[config.mk]
export PLATFORM = sky130hd
export DESIGN_NAME = rv_csr_exec_flat
export DESIGN_NICKNAME = d
export VERILOG_FILES = /design/src/rtl/rv_csr_exec_if.sv /design/src/rtl/rv_csr_exec.sv /design/src/flat_wrapper.sv
export SDC_FILE = /design/constraint.sdc
export NUM_CORES = 1
export LEC_CHECK = 0
export CAP_MARGIN = 20
export CELL_PAD_IN_SITES_DETAIL_PLACEMENT = 0
export CELL_PAD_IN_SITES_GLOBAL_PLACEMENT = 1
export CORE_ASPECT_RATIO = 0.5
export CORE_MARGIN = 2
export CORE_UTILIZATION = 35
export DETAILED_ROUTE_END_ITERATION = 10
export PLACE_DENSITY_LB_ADDON = 0.1
export SYNTH_ARGS = -nofsm -noshare
export SYNTH_HDL_FRONTEND = slang
export SYNTH_SLANG_ARGS = --single-unit
export TNS_END_PERCENT = 20
[constraint.sdc]
create_clock -name clk -period 5.3 [get_ports clk]
set_input_delay 0.795 -clock clk [delete_from_list [all_inputs] [get_ports clk]]
set_output_delay 0.795 -clock clk [all_outputs]
set_load 0.05 [all_outputs]
[src/rtl/rv_csr_exec_if.sv]
// rtl/rv_csr_exec_if.sv - request, response and CSR-file port bundle for rv_csr_exec
//
// Purpose: groups every non-clock signal of rv_csr_exec.
// Ports:
//   req_*   : request channel (valid/ready), decoded Zicsr instruction fields
//   csr_*   : CSR file registered read port and write port
//   rsp_*   : response channel (valid/ready), old CSR value for rd writeback
// Modports:
//   slave  : the execution stage (rv_csr_exec)
//   master : the environment (issue logic, CSR file, writeback consumer)
interface rv_csr_exec_if #(
  parameter int DATA_WIDTH = 32,
  parameter int ADDR_WIDTH = 12,
  parameter int TID_WIDTH  = 3
);
  logic                  req_valid;
  logic                  req_ready;
  logic [2:0]            req_funct3;
  logic [ADDR_WIDTH-1:0] req_csr_addr;
  logic [4:0]            req_rs1_idx;
  logic [DATA_WIDTH-1:0] req_rs1_val;
  logic [4:0]            req_rd;
  logic [TID_WIDTH-1:0]  req_tid;

  logic [ADDR_WIDTH-1:0] csr_raddr;
  logic [DATA_WIDTH-1:0] csr_rdata;
  logic [ADDR_WIDTH-1:0] csr_waddr;
  logic [DATA_WIDTH-1:0] csr_wdata;
  logic                  csr_wr;
  logic                  csr_en;

  logic                  rsp_valid;
  logic                  rsp_ready;
  logic [4:0]            rsp_rd;
  logic                  rsp_we;
  logic [DATA_WIDTH-1:0] rsp_data;
  logic [TID_WIDTH-1:0]  rsp_tid;
  logic                  rsp_illegal;

  modport slave (
    input  req_valid, req_funct3, req_csr_addr, req_rs1_idx, req_rs1_val, req_rd, req_tid,
    output req_ready,
    output csr_raddr, csr_waddr, csr_wdata, csr_wr, csr_en,
    input  csr_rdata,
    output rsp_valid, rsp_rd, rsp_we, rsp_data, rsp_tid, rsp_illegal,
    input  rsp_ready
  );

  modport master (
    output req_valid, req_funct3, req_csr_addr, req_rs1_idx, req_rs1_val, req_rd, req_tid,
    input  req_ready,
    input  csr_raddr, csr_waddr, csr_wdata, csr_wr, csr_en,
    output csr_rdata,
    input  rsp_valid, rsp_rd, rsp_we, rsp_data, rsp_tid, rsp_illegal,
    output rsp_ready
  );
endinterface

[src/rtl/rv_csr_exec.sv]
// rtl/rv_csr_exec.sv - Zicsr read-modify-write execution stage in front of the CSR file
//
// Purpose: accepts one CSRRW/RS/RC(I) instruction at a time, reads the CSR through the
//   file's 1-cycle registered read port, writes the updated value back, and returns the
//   old value tagged with the issuing thread.
// Ports:
//   clk  : clock, rising edge
//   rst  : asynchronous active-high reset
//   bus  : rv_csr_exec_if.slave (req_*, csr_*, rsp_* channels)
// Configuration:
//   RV_CSR_EXEC_ILLEGAL_EN : when defined, writes to read-only CSRs (addr[11:10]==2'b11)
//   and funct3 000/100 are flagged on rsp_illegal and suppress the CSR write.
module rv_csr_exec #(
  parameter int DATA_WIDTH = 32,
  parameter int ADDR_WIDTH = 12,
  parameter int TID_WIDTH  = 3
) (
  input logic           clk,
  input logic           rst,
  rv_csr_exec_if.slave  bus
);

  typedef enum logic [1:0] {
    S_IDLE = 2'd0,
    S_READ = 2'd1,
    S_CALC = 2'd2,
    S_RESP = 2'd3
  } state_t;

  state_t                state_q, state_d;
  logic [2:0]            funct3_q, funct3_d;
  logic [ADDR_WIDTH-1:0] addr_q, addr_d;
  logic [4:0]            rs1_idx_q, rs1_idx_d;
  logic [DATA_WIDTH-1:0] rs1_val_q, rs1_val_d;
  logic [4:0]            rd_q, rd_d;
  logic [TID_WIDTH-1:0]  tid_q, tid_d;
  logic                  csr_wr_q, csr_wr_d;
  logic                  rsp_valid_q, rsp_valid_d;
  logic [4:0]            rsp_rd_q, rsp_rd_d;
  logic                  rsp_we_q, rsp_we_d;
  logic [DATA_WIDTH-1:0] rsp_data_q, rsp_data_d;
  logic [TID_WIDTH-1:0]  rsp_tid_q, rsp_tid_d;
  logic                  rsp_illegal_q, rsp_illegal_d;

  // Decode of the latched instruction; funct3[1:0]==0 is the reserved no-op encoding.
  logic [1:0]            kind;
  logic                  is_nop;
  logic                  wr_attempt;
  logic                  illegal;
  logic                  do_write;
  logic [DATA_WIDTH-1:0] operand;
  logic [DATA_WIDTH-1:0] new_val;

  always_comb begin
    kind       = funct3_q[1:0];
    is_nop     = (kind == 2'd0);
    operand    = funct3_q[2] ? {{(DATA_WIDTH-5){1'b0}}, rs1_idx_q} : rs1_val_q;
    // RW always writes; RS/RC with rs1 field 0 are pure reads.
    wr_attempt = (kind == 2'd1) || (kind[1] && (rs1_idx_q != 5'd0));
`ifdef RV_CSR_EXEC_ILLEGAL_EN
    illegal    = is_nop || (wr_attempt && (addr_q[ADDR_WIDTH-1:ADDR_WIDTH-2] == 2'b11));
`else
    illegal    = 1'b0;
`endif
    do_write   = wr_attempt && !illegal;
    case (kind)
      2'd1:    new_val = operand;
      2'd2:    new_val = bus.csr_rdata | operand;
      2'd3:    new_val = bus.csr_rdata & ~operand;
      default: new_val = bus.csr_rdata;
    endcase
  end

  always_comb begin
    state_d       = state_q;
    funct3_d      = funct3_q;
    addr_d        = addr_q;
    rs1_idx_d     = rs1_idx_q;
    rs1_val_d     = rs1_val_q;
    rd_d          = rd_q;
    tid_d         = tid_q;
    csr_wr_d      = 1'b0;
    rsp_valid_d   = rsp_valid_q;
    rsp_rd_d      = rsp_rd_q;
    rsp_we_d      = rsp_we_q;
    rsp_data_d    = rsp_data_q;
    rsp_tid_d     = rsp_tid_q;
    rsp_illegal_d = rsp_illegal_q;
    case (state_q)
      S_IDLE: begin
        if (bus.req_valid) begin
          funct3_d  = bus.req_funct3;
          addr_d    = bus.req_csr_addr;
          rs1_idx_d = bus.req_rs1_idx;
          rs1_val_d = bus.req_rs1_val;
          rd_d      = bus.req_rd;
          tid_d     = bus.req_tid;
          state_d   = S_READ;
        end
      end
      S_READ: begin
        // The write decision does not depend on the read data, so the strobe can be
        // registered here and be high for exactly the CALC cycle.
        csr_wr_d = do_write;
        state_d  = S_CALC;
      end
      S_CALC: begin
        rsp_valid_d   = 1'b1;
        rsp_rd_d      = rd_q;
        rsp_tid_d     = tid_q;
        rsp_illegal_d = illegal;
        rsp_we_d      = (rd_q != 5'd0) && !illegal && !is_nop;
        rsp_data_d    = is_nop ? '0 : bus.csr_rdata;
        state_d       = S_RESP;
      end
      S_RESP: begin
        if (bus.rsp_ready) begin
          rsp_valid_d = 1'b0;
          state_d     = S_IDLE;
        end
      end
      default: state_d = S_IDLE;
    endcase
  end

  always_ff @(posedge clk or posedge rst) begin
    if (rst) begin
      state_q       <= S_IDLE;
      funct3_q      <= '0;
      addr_q        <= '0;
      rs1_idx_q     <= '0;
      rs1_val_q     <= '0;
      rd_q          <= '0;
      tid_q         <= '0;
      csr_wr_q      <= 1'b0;
      rsp_valid_q   <= 1'b0;
      rsp_rd_q      <= '0;
      rsp_we_q      <= 1'b0;
      rsp_data_q    <= '0;
      rsp_tid_q     <= '0;
      rsp_illegal_q <= 1'b0;
    end else begin
      state_q       <= state_d;
      funct3_q      <= funct3_d;
      addr_q        <= addr_d;
      rs1_idx_q     <= rs1_idx_d;
      rs1_val_q     <= rs1_val_d;
      rd_q          <= rd_d;
      tid_q         <= tid_d;
      csr_wr_q      <= csr_wr_d;
      rsp_valid_q   <= rsp_valid_d;
      rsp_rd_q      <= rsp_rd_d;
      rsp_we_q      <= rsp_we_d;
      rsp_data_q    <= rsp_data_d;
      rsp_tid_q     <= rsp_tid_d;
      rsp_illegal_q <= rsp_illegal_d;
    end
  end

  assign bus.req_ready   = (state_q == S_IDLE) && !rst;
  assign bus.csr_raddr   = addr_q;
  assign bus.csr_waddr   = addr_q;
  // Write data is only meaningful during the strobe; it needs the old value from this cycle.
  assign bus.csr_wdata   = csr_wr_q ? new_val : '0;
  assign bus.csr_wr      = csr_wr_q;
  assign bus.csr_en      = csr_wr_q;
  assign bus.rsp_valid   = rsp_valid_q;
  assign bus.rsp_rd      = rsp_rd_q;
  assign bus.rsp_we      = rsp_we_q;
  assign bus.rsp_data    = rsp_data_q;
  assign bus.rsp_tid     = rsp_tid_q;
  assign bus.rsp_illegal = rsp_illegal_q;

endmodule

[src/flat_wrapper.sv]
// flat-port wrapper written by rule: the top's interface ports become plain ports
module rv_csr_exec_flat 
#(
  parameter int DATA_WIDTH = 32,
  parameter int ADDR_WIDTH = 12,
  parameter int TID_WIDTH  = 3
)
  (clk, rst, bus_req_valid, bus_req_funct3, bus_req_csr_addr, bus_req_rs1_idx, bus_req_rs1_val, bus_req_rd, bus_req_tid, bus_req_ready, bus_csr_raddr, bus_csr_waddr, bus_csr_wdata, bus_csr_wr, bus_csr_en, bus_csr_rdata, bus_rsp_valid, bus_rsp_rd, bus_rsp_we, bus_rsp_data, bus_rsp_tid, bus_rsp_illegal, bus_rsp_ready);
  rv_csr_exec_if #(.DATA_WIDTH(DATA_WIDTH), .ADDR_WIDTH(ADDR_WIDTH), .TID_WIDTH(TID_WIDTH)) bus_i ();
  input logic clk;
  input logic rst;
  input wire logic [$bits(bus_i.req_valid)-1:0] bus_req_valid;
  input wire logic [$bits(bus_i.req_funct3)-1:0] bus_req_funct3;
  input wire logic [$bits(bus_i.req_csr_addr)-1:0] bus_req_csr_addr;
  input wire logic [$bits(bus_i.req_rs1_idx)-1:0] bus_req_rs1_idx;
  input wire logic [$bits(bus_i.req_rs1_val)-1:0] bus_req_rs1_val;
  input wire logic [$bits(bus_i.req_rd)-1:0] bus_req_rd;
  input wire logic [$bits(bus_i.req_tid)-1:0] bus_req_tid;
  output wire logic [$bits(bus_i.req_ready)-1:0] bus_req_ready;
  output wire logic [$bits(bus_i.csr_raddr)-1:0] bus_csr_raddr;
  output wire logic [$bits(bus_i.csr_waddr)-1:0] bus_csr_waddr;
  output wire logic [$bits(bus_i.csr_wdata)-1:0] bus_csr_wdata;
  output wire logic [$bits(bus_i.csr_wr)-1:0] bus_csr_wr;
  output wire logic [$bits(bus_i.csr_en)-1:0] bus_csr_en;
  input wire logic [$bits(bus_i.csr_rdata)-1:0] bus_csr_rdata;
  output wire logic [$bits(bus_i.rsp_valid)-1:0] bus_rsp_valid;
  output wire logic [$bits(bus_i.rsp_rd)-1:0] bus_rsp_rd;
  output wire logic [$bits(bus_i.rsp_we)-1:0] bus_rsp_we;
  output wire logic [$bits(bus_i.rsp_data)-1:0] bus_rsp_data;
  output wire logic [$bits(bus_i.rsp_tid)-1:0] bus_rsp_tid;
  output wire logic [$bits(bus_i.rsp_illegal)-1:0] bus_rsp_illegal;
  input wire logic [$bits(bus_i.rsp_ready)-1:0] bus_rsp_ready;
  assign bus_i.req_valid = bus_req_valid;
  assign bus_i.req_funct3 = bus_req_funct3;
  assign bus_i.req_csr_addr = bus_req_csr_addr;
  assign bus_i.req_rs1_idx = bus_req_rs1_idx;
  assign bus_i.req_rs1_val = bus_req_rs1_val;
  assign bus_i.req_rd = bus_req_rd;
  assign bus_i.req_tid = bus_req_tid;
  assign bus_req_ready = bus_i.req_ready;
  assign bus_csr_raddr = bus_i.csr_raddr;
  assign bus_csr_waddr = bus_i.csr_waddr;
  assign bus_csr_wdata = bus_i.csr_wdata;
  assign bus_csr_wr = bus_i.csr_wr;
  assign bus_csr_en = bus_i.csr_en;
  assign bus_i.csr_rdata = bus_csr_rdata;
  assign bus_rsp_valid = bus_i.rsp_valid;
  assign bus_rsp_rd = bus_i.rsp_rd;
  assign bus_rsp_we = bus_i.rsp_we;
  assign bus_rsp_data = bus_i.rsp_data;
  assign bus_rsp_tid = bus_i.rsp_tid;
  assign bus_rsp_illegal = bus_i.rsp_illegal;
  assign bus_i.rsp_ready = bus_rsp_ready;
  rv_csr_exec #(.DATA_WIDTH(DATA_WIDTH), .ADDR_WIDTH(ADDR_WIDTH), .TID_WIDTH(TID_WIDTH)) u_core (.clk(clk), .rst(rst), .bus(bus_i));
endmodule
==> summary.txt, run 1 <==
Synthesis and place-and-route results.

- The sequential fraction of total cell area is 34.0%.
- The number of setup buffers added after CTS is 0.
- The fraction of area in multi-input gates is 29.1%.
- Leaving out buffers and inverters, the combinational logic in the layout accounts for 2250 um^2.
- The area share of buffers outside the clock network is 26.1%.
- The maximum buffer depth of the clock tree is 2.
- Setup repair after global routing left no endpoint under its margin.
- The cell sequence reported for the critical path is nand2b_2 > o22ai_1 > o31a_1 > clkdlybuf4s50_1.
- Yosys attributes the largest share of cell area to dfrtp_1, mux2_2, o31a_1, inv_1, o22ai_1.
- The final layout report lists a filler cell count of 1423.
- The die is 180 um wide.
- The first-pass GRT wire length is 24.1 mm.
- STA classifies the critical path startpoint as a flop.
- The post-synth net total is 641.
- The final layout contains a sequential cell count of 105.
- The final weighted congestion recorded by global placement is 0.750.
- The core region is 15300 um^2.
- The well-tap cell count is 204.
- Power spread over the standard cell area amounts to 702 nW/um^2.
- Across all hold checks on the routed design, the worst slack comes to 0.508 ns.
- After floorplanning, the core was divided into 32 placement rows.
- Per the cell usage report, the commonest logic cells after layout are clkdlybuf4s50_1, dfrtp_1, inv_1.
- The number of synthesized flops with an enable pin is 0.
- After layout the clock buffers and inverters come to 4.00% of cell area.
- The initial antenna violation count was 0.
- The via count of the first global-routing pass is 4485.
- Per the GRT congestion report, total overflow comes to 0.
- Per the run summary, max-cap violations total 0.
- The cell family with the largest share of critical-path delay is flip-flops.
- The share of power burned in registers is 26.9%.
- The share of synthesized area in the top cell type comes to 48.6%.
- The adder and majority gate portion of the synthesized area is 1.16%.
- The global-route usage over all layers is 18.3%.
- The net switching power of the design is 2.66 mW.
- The maximum fanout encountered on the critical timing path is 32.
- As reported, the later end of the worst-skew pair has a clock insertion delay of 0.34 ns.
- The path class of the tightest hold or removal check is reg -> reg.
- The max-slew violation count is 0.
- The netlist uses 22 different library cells.
- For this configuration, the core starts out at a cell density of 35.4%.
- The clock tree from TritonCTS is yes.
- The number of buffers created by CTS is 9.
- The post-route fraction of the period consumed by the critical path is 74.9%.
- The number of flip-flops and latches in the synthesized netlist is 105.
- 198 I/O pins were placed.
- For reference, compound AND-OR and OR-AND cells occupy 12.6% of the area reported after synthesis.
- The number of hold-repair buffers added at the cts stage is 0.
- The accumulated negative setup slack is 0 ns.
- At the pin with the least slew margin, the transition time is 0.945 ns.
- The post-route clock skew is 0.0108 ns.
- The power report attributes to the clock group a share of 12.6%.
- Per STA, the highest per-stage delay on the worst path measures 0.79 ns.
- The buffer cell driving the clock tree root is clkbuf_16.
- The sequential-to-total area share from yosys stat is 48.6%.
- For this run, the chip area from Yosys synthesis comes to 5410 um^2.
- The flow ran to the end, and the final reports show no timing, DRC or antenna violations.
- In this run the cell area of the synthesized design comes to 5410 um^2.
- The first-pass iteration count of the detailed router is 4.
- The most used flip-flop cell is dfrtp_1.
- The vertical die dimension reported for this design is 91.9 um.
- In this run the tightest slew margin relative to its limit is 37.0%.
- The library cell with the largest summed area after synthesis is dfrtp_1.
- The critical path arrival is 3.17 ns.
- Internal power comes to 2.77 mW.
- The count of inverters not on the clock network in the layout is 72.
- Combinational cells account for 60.5% of the total power.
- The instance tally after logic synthesis is 540.
- The CTS H-tree depth is 3.
- The biggest slice of the area belongs to flip-flops and latches.
- The post-route netlist has 13.5% of its cells at a drive strength greater than 1.
- Static timing analysis puts the maximum clock frequency at 252 MHz.
- The violation count after the first detailed-route iteration is 215.
- On the critical path, the stage with the largest delay is an instance of dfrtp_1.
- Per the synthesis report, the simple-gate share of the synthesized area is 12.1%.
- The shortest period the worst path allows is 3.97 ns.
- The number of gates resized after CTS was 0.
- Per the post-run analysis, buffers plus inverters along the critical path come to 1.
==> run 1: per-stage QoR <==
step | cell area [um^2] | power (mW) | std cells | worst slack (ns) | util [%]
floorplan | 5410 | 3.80 | 540 | 1.74 | -
finish | 7730 | 5.43 | 915 | 1.33 | 50.7
detailed placement | 7420 | 4.78 | 899 | 1.71 | 48.6
global route | 7730 | 5.75 | 915 | 1.18 | 50.7
global placement | 7420 | 4.73 | 899 | 1.76 | 48.6
CTS | 7730 | 5.49 | 915 | 1.32 | 50.7
==> run 1: path summary, 6_finish.rpt <==
kind | end | from | cells after the start | slack (ns)
hold / removal | u_core.tid_q[1] | u_core.tid_q[1] | 1 | 0.51
min in group asynchronous | u_core.bus.rsp_tid[0] | rst | 2 | 1.01
setup / recovery | bus_csr_wdata[12] | u_core.funct3_q[0] | 4 | 1.33
max in group asynchronous | u_core.bus.rsp_data[13] | rst | 3 | 3.22
setup reg to reg | u_core.bus.rsp_we | u_core.state_q[0] | 6 | 2.72
hold reg to reg | u_core.tid_q[1] | u_core.tid_q[1] | 1 | 0.51
==> run 1: Yosys cell counts (all sizes together), types with 14 or more instances <==
cell    number
inv         72
and3        32
o22ai       34
buf         34
o31a        32
clkbuf      14
nor2        35
nand2       33
nand2b      29
mux2        69
dfrtp      105
o21ai       35
==> run 1: per-layer routing <==
metal  global-route usage, %  up-vias  share of wire [%]  wire (um)
met2                    29.2      147                 45       6760
met1                    25.1     2158                 48       7180
met5                       0        -                  0          0
li1                        -     2135                  -          -
met3                    5.28       10                6.1        915
met4                    3.39        0               0.89        133
==> run 1: power by group through the flow <==
stage	Clock (mW)	Sequential (mW)	Combinational, mW
floorplan	0	2.04	1.76
global placement	0	1.46	3.27
detailed placement	0	1.48	3.30
CTS	0.709	1.47	3.31
global route	0.740	1.52	3.49
finish	0.687	1.46	3.28
### Routing congestion map, run 1

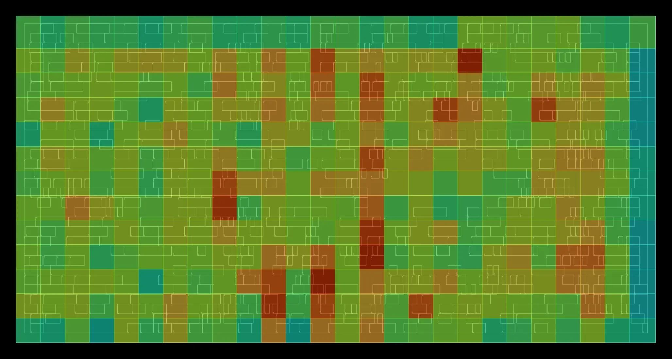
routed length per instance: 16.4 um
global-route track usage on met2: 29.2%
Layout Utilization: 50.7%
GRT busiest layer: met2
met3 Usage GRT: 5.28%

### Drive-strength map, run 1

The bar under the picture is 50 um long.
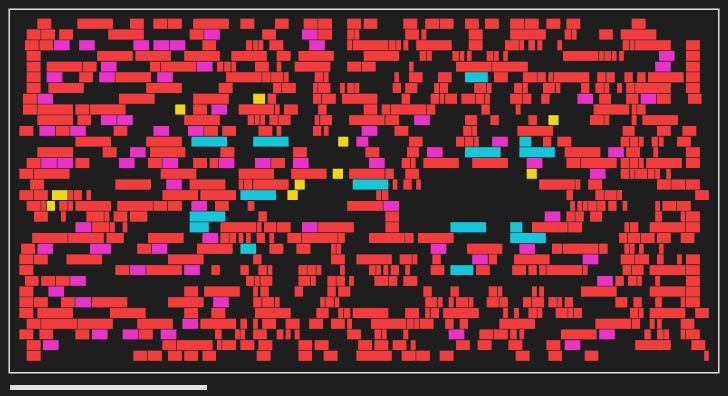
Key: drive 6 and up = cyan [cells 15]; drive 1 or less = red [cells 615]; drive 2 = magenta [cells 71]; drive 3 to 4 = yellow [cells 10]
total non-filler cell area in the finished layout: 7730 um^2
area growth from synthesis to layout: 42.9%
count of plain and timing-repair buffers in the layout: 203
PnR worst setup slack: 1.33 ns

### A small window of the routed layout, run 1

The bar under the picture is 10 um long. Window x 70 to 110, y 8 to 48 um. Cells in gray, sequential cells in the stronger gray; small squares are vias.
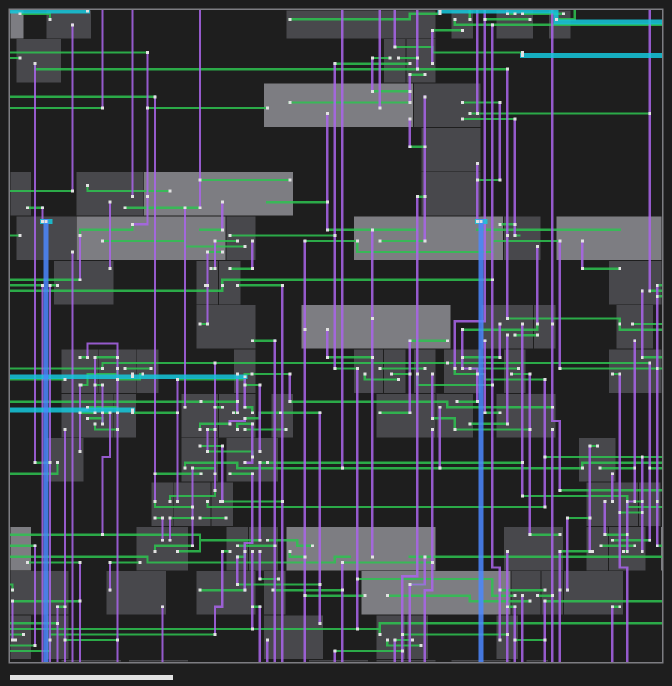
Key: met4 = blue; met3 = cyan; met1 = green; met2 = purple
Most frequent: clkdlybuf4s50_1 (14), inv_1 (12), dfrtp_1 (8). Netlist names of flops here include `u_core.bus.rsp_data` (5), `u_core.rs1_val_q` (2). Sequential cells in the window: 8. 77 logic cells have their middle in the window.

### Met2 routing, run 1

The bar under the picture is 50 um long.
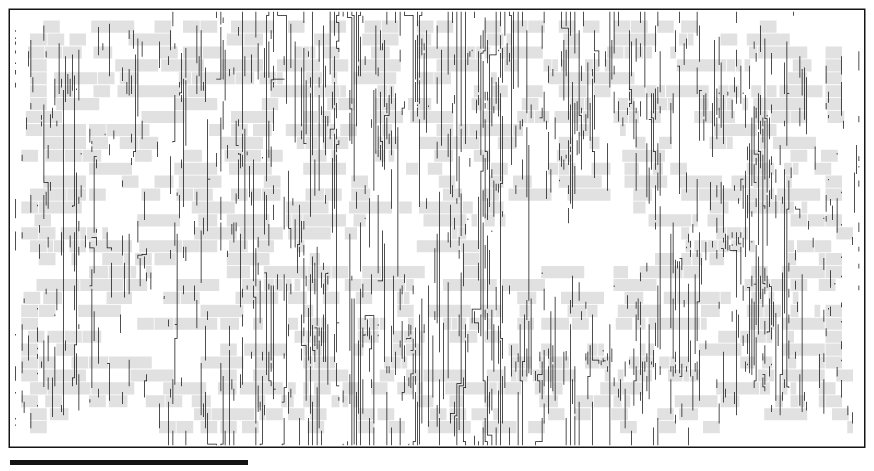
The wires run mostly vertical. The layer holds 45% of the routed length.
vias after detailed routing: 4450
total wire length: 15.0 mm

## Run 2: what changed since run 1
--- a/config.mk
+++ b/config.mk
@@ -10,7 +10,7 @@
 export CELL_PAD_IN_SITES_GLOBAL_PLACEMENT = 1
 export CORE_ASPECT_RATIO = 0.5
 export CORE_MARGIN = 2
-export CORE_UTILIZATION = 35
+export CORE_UTILIZATION = 34
 export DETAILED_ROUTE_END_ITERATION = 10
 export PLACE_DENSITY_LB_ADDON = 0.1
 export SYNTH_ARGS = -nofsm -noshare
==> constraint.sdc (replaced) <==
create_clock -name clk -period 4 [get_ports clk]
set_input_delay 0.6 -clock clk [delete_from_list [all_inputs] [get_ports clk]]
set_output_delay 0.6 -clock clk [all_outputs]
set_load 0.05 [all_outputs]
### Routing congestion map, run 2

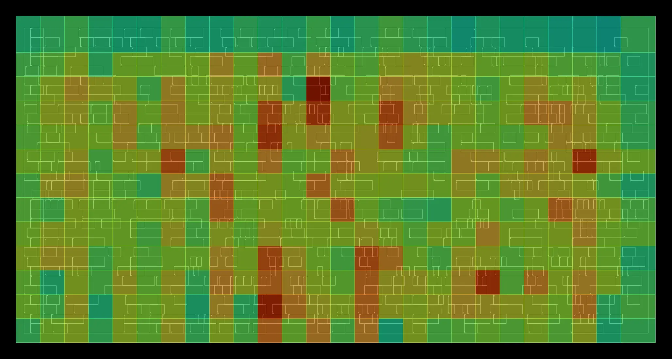
met3 Usage GRT: 5.37%
met1 track utilization from global routing: 24.8%
Layout Utilization: 52.2%
routed length per instance: 16.6 um
global-route track usage on met2: 28.8%

==> summary.txt, run 2 <==
Synthesis and place-and-route results.

- The count of cells resized by post-cts repair is 0.
- The stat command in Yosys gives a chip area of 5410 um^2.
- Setup slack closes at 0.897 ns.
- The end of the worst register-to-register path is u_core.rs1_val_q[22].
- The worst min-delay path startpoint is u_core.tid_q[1].
- For this run the top cell type by instance count after synthesis was dfrtp_1.
- Per STA, the worst path is made up of nand2b_2 > o22ai_1 > o31a_1 > buf_12.
- The layout cell share with drive strength beyond 1 is 18.1%.
- The length in cells of the worst reg-to-reg path is 4.
- Per the OpenROAD floorplan log, the width of the die is 182 um.
- The flow ran to the end, and the final reports show no timing, DRC or antenna violations.
- The worst-case reg-to-reg setup slack stands at 2.04 ns.
- Per the TritonCTS log, the buffer count is 9.
- Leaving out fill and tap cells, the most frequent cells in the layout are clkdlybuf4s50_1, dfrtp_1, inv_1.
- The post-route fraction of the period consumed by the critical path is 77.6%.
- The library cell contributing the largest single delay on the critical path is nand2b_2.
- The share of power burned in registers is 25.4%.
- The launch point of the worst reg-to-reg path is u_core.state_q[0].
- The biggest cell delay along the critical path is 0.76 ns.
- Per the OpenROAD floorplan log, the height of the die is 93.2 um.
- The sequential-to-total area share from yosys stat is 48.6%.
- The max-capacitance violation count is 0.
- After synthesis the netlist holds a flip-flop and latch count of 105.
- Setup repair after global routing left no endpoint under its margin.
- After detailed routing, no signal wire sits above met4.
- The shortest period the worst path allows is 3.10 ns.
- The endpoint with the worst hold slack is u_core.tid_q[1].
- The cell area after synthesis is 5410 um^2.
- The tree is rooted in a clkbuf_16.
- For this design, the CTS-stage hold fixing added 0 buffers.
- For the completed layout, the total cell area is recorded as 8090 um^2.
- 198 I/O pins were placed.
- The min-delay analysis places its worst path in the category reg -> reg.
- The final layout contains routed wiring with a total length of 15.2 mm.
- The placement summary gives the final routability congestion estimate as 0.713.
- The CTS H-tree depth is 3.
- The power report attributes to the combinational group a share of 62.5%.
- The post-synth net total is 641.
- The floorplan has 32 rows.
- The number of synthesized flops with an enable pin is 0.
- Along the worst hold path, the cell count comes to 1.
- The clock tree from TritonCTS is yes.
- The via count of the first global-routing pass was 4454.
- Data on the critical path arrives at its endpoint at 2.50 ns.
- The accumulated negative setup slack is 0 ns.
- In the detailed route, the total length drawn on met2 is 6.85 mm.
- The area share of the largest cell type after synthesis is 48.6%.
- The initial antenna violation count is 0.
- The first-pass iteration count of the detailed router is 4.
==> run 2: critical path, delay by kind of cell (launching register included) <==
| kind | cells | cell delay (ns) |
|---|---|---|
| AND-OR/OR-AND | 2 | 0.57 |
| buffers and inverters | 1 | 0.16 |
| flip-flops | 1 | 0.66 |
| AND/OR/NAND/NOR | 1 | 0.76 |
==> run 2: metrics by stage <==
stage	power (mW)	utilization (%)	hold slack [ns]	std cells
floorplan	5.04	-	0.474	540
global placement	6.58	50.0	0.483	899
detailed placement	6.64	50.0	0.489	899
CTS	7.58	52.0	0.510	915
global route	7.96	52.2	0.520	916
finish	7.52	52.2	0.506	916
==> run 2: area by class of cell <==
class                           instances  area (um^2)
Fill cell                            1408         7410
Sequential cell                       105         2630
Timing Repair Buffer                  204         2370
Multi-Input combinational cell        315         2250
Inverter                               72          273
Tap cell                              204          255
Clock buffer                           10          239
Clock inverter                          6         70.1
==> run 2: logic make-up after synthesis <==
kind of cell	synth area share [%]
other	0.0693
AOI/OAI and AO/OA	12.6
and+or+nand+nor	12.1
adders and majority gates	1.16
DFF	48.6
muxes	15.5
buffers and inverters	10.0
==> run 2: power groups by stage <==
stage / Combinational [mW] / Clock, mW / Sequential, mW
3_3_place_gp: 4.62 / 0 / 1.95
4_1_cts: 4.69 / 0.949 / 1.94
5_1_grt: 4.97 / 0.991 / 1.99
6_report: 4.70 / 0.916 / 1.91
2_1_floorplan: 2.34 / 0 / 2.70
3_5_place_dp: 4.68 / 0 / 1.96
==> run 2: metal layers <==
layer	up-vias	track usage (%)
li1	2138	-
met1	2182	24.8
met2	125	28.8
met3	11	5.37
met4	0	3.63
met5	-	0
No activity file was given, so power comes from the tool's default toggle rates.
